==> config.mk <==
export PLATFORM = sky130hd
export DESIGN_NAME = pipeline_ctrl_flat
export DESIGN_NICKNAME = d
export VERILOG_FILES = /design/src/rtl/pipeline_ctrl_if.sv /design/src/rtl/pipeline_ctrl.sv /design/src/flat_wrapper.sv
export SDC_FILE = /design/constraint.sdc
export NUM_CORES = 1
export LEC_CHECK = 0
export ABC_AREA = 1
export CAP_MARGIN = 20
export CORE_MARGIN = 5
export CORE_UTILIZATION = 30
export DETAILED_ROUTE_END_ITERATION = 16
export GPL_ROUTABILITY_DRIVEN = 1
export GPL_TIMING_DRIVEN = 0
export PLACE_DENSITY = 0.73
export REMOVE_ABC_BUFFERS = 1
export SLEW_MARGIN = 0
export SYNTH_ARGS = -nofsm -noshare
export SYNTH_HDL_FRONTEND = slang
export SYNTH_SLANG_ARGS = --single-unit
==> constraint.sdc <==
create_clock -name clk -period 1.97 [get_ports clk]
set_input_delay 0.197 -clock clk [delete_from_list [all_inputs] [get_ports clk]]
set_output_delay 0.197 -clock clk [all_outputs]
set_load 0.02 [all_outputs]
Figure 1. Clock wires, drivers and flops.
Drawn at 8 px/um.
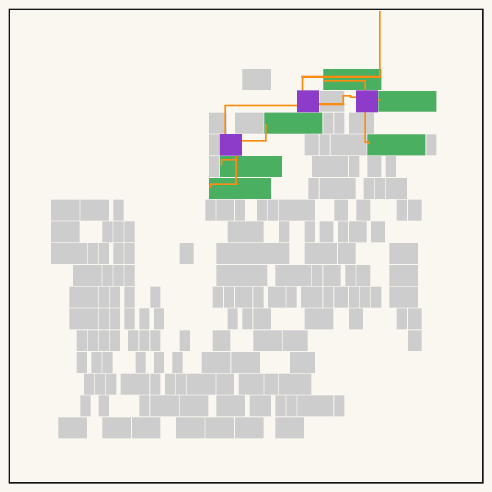
[green] flip-flops | count: 6
[orange] clock wires | length: 72.4 um
[purple] cells driving clock nets | count: 3
routed clock nets: 4
clock-net power: 0.105 mW
clk_skew: 0.00148 ns
clock share of power: 0.086
Latency at later pin: 0.23 ns

Figure 2. Placed cells, one color a class.
Drawn at 6 px/um. Fill, decap, tap and diode cells in gray.
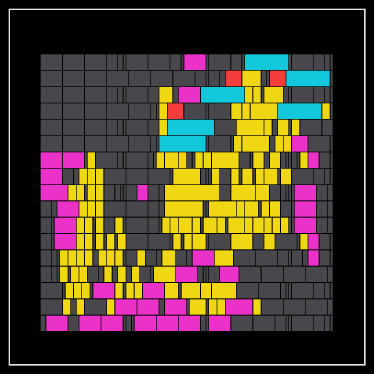
| color | class | cells | share of their area |
|---|---|---|---|
| cyan | flip-flops | 6 | 11% |
| yellow | all other logic | 116 | 57% |
| red | cells driving clock nets | 3 | 2.1% |
| magenta | other buffers and delay cells | 33 | 29% |
FP Rows: 17
Seq area share: 0.111
final instance area: 0.00111 mm^2

Figure 3. I/O nets highlighted.
Drawn at 6 px/um.
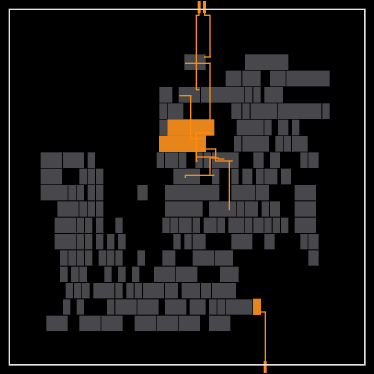
| color | port | direction | edge | end cells | buffers | wire |
|---|---|---|---|---|---|---|
| orange | `bus_ctrl_state` | output | 2 north, 1 south | 3 | 2 | 93.9 um |
PortBufs: 32
Top Ports: 46

Figure 4. Clock wiring as the flow saved it.
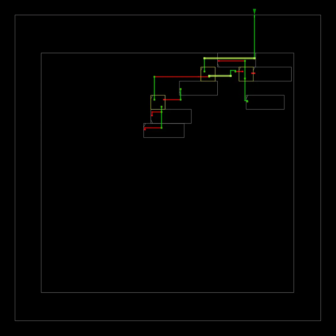
Num CTS Buffers: 3
# clock sinks: 6

Figure 5. Metal 2.
Drawn at 8 px/um. Cells faint in the background.
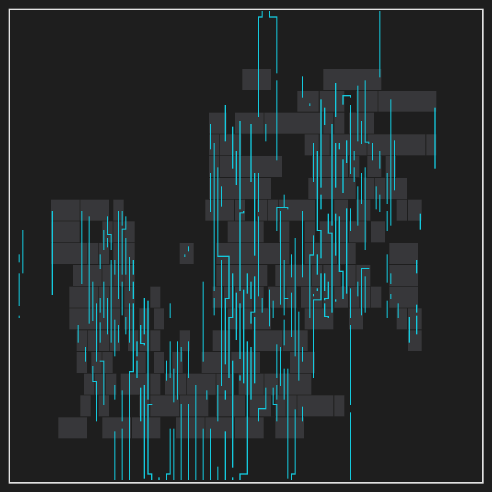
share of all routed wire: 55%
wire length on this layer: 1040 um
main direction: vertical
longest straight run: 18.4 um
final WL: 1900 um
vias after detailed routing: 865
met2 Usage GRT: 0.230

==> results.txt <==
impl run done, here's what came out: Hold Path Depth 2, clock buffers 3, Comb gates between 80 and 90, most frequent cells in the layout nand2_1, clkdlybuf4s50_1, inv_1, core area 0.00225 mm^2, WHS 0.521 ns, Area leader share 0.214, Synth Cell Area 721 um^2, Comb power frac 0.752, FP Core Util 0.320, type of the tightest min-delay check register to register, number of flip-flops in the largest register 4, Buffers excl. clock 33, wl on met1 roughly 720 um, Post-Syn Area per Cell 5.81 um^2, Yosys reg bits 6, final hold vios 0, flip-flops 6, RSZ-0062 raised after global routing no, outcome finished clean, number of max-cap violations 0, R2R cell count 9, Finished Layout Cells 186, Distinct cells, synth 25, Logic family by area simple AND/OR/NAND/NOR gates, Simple Share, Synth 0.451, Switching Share 0.493, ClkCell Share 0.0203, top cells, area nand2_1, dfxtp_1, inv_1, ha_1, nor2_1, FF-to-FF setup slack approximately 0.44 ns, Seq. cell area between 100 and 150 um^2, number of global-route vias before repair around 900, cts hold-fix bufs 0, fin crit period 1.89 ns, fin util 0.491, CTS tree built, Flop pwr share 0.162, count of tool warnings ~41, Longest Clk Path Bufs 2, crit end category output pin, initial antenna violation count 0, cell-internal power just over 0.6 mW, DP Area between 0.001 and 0.0015 mm^2, Top Layer Used met4, DRT iter0 DRCs 11, Ant. Diodes 0, Post-CTS Setup Inserts 0, Biggest Area Class multi-input combinational cells, Final Wtd Congestion between 0.8 and 0.9, H-tree depth 1, logic share of the area 0.458, drt wl/cell 10.2 um, Top pwr grp combinational logic, Overflow after GRT 0, First-pass DRT Iterations 4, logic area 507 um^2, CTS root buf clkbuf_4, Power Density 1110 mW/mm^2, Post-DP HPWL 1650 um, number of routed nets with antenna violations 0, Placed Cells 182, CP startpoint kind input port
## cells in the mapped netlist
master,instances
nand2_1,41
inv_1,24
nor2_1,9
dfxtp_1,6
ha_1,6
nand4_1,5
inv_2,4
nand3_1,3
nand3_2,3
a21oi_1,2
buf_4,2
nand2_2,2
nor2_2,2
o21ai_0,2
o21ai_1,2
xor2_1,2
clkinv_1,1
conb_1,1
nand4_2,1
nor2_4,1
nor3_1,1
nor3b_1,1
o2111ai_1,1
o21a_1,1
o311ai_0,1
## critical path, cell delays in order
cell	delay, ns
clkdlybuf4s50_1	0.49
clkinv_1	0.23
nand3_1	0.17
clkdlybuf4s50_1	0.61
Power figures rest on the tool's default switching activity, not on a simulated workload.
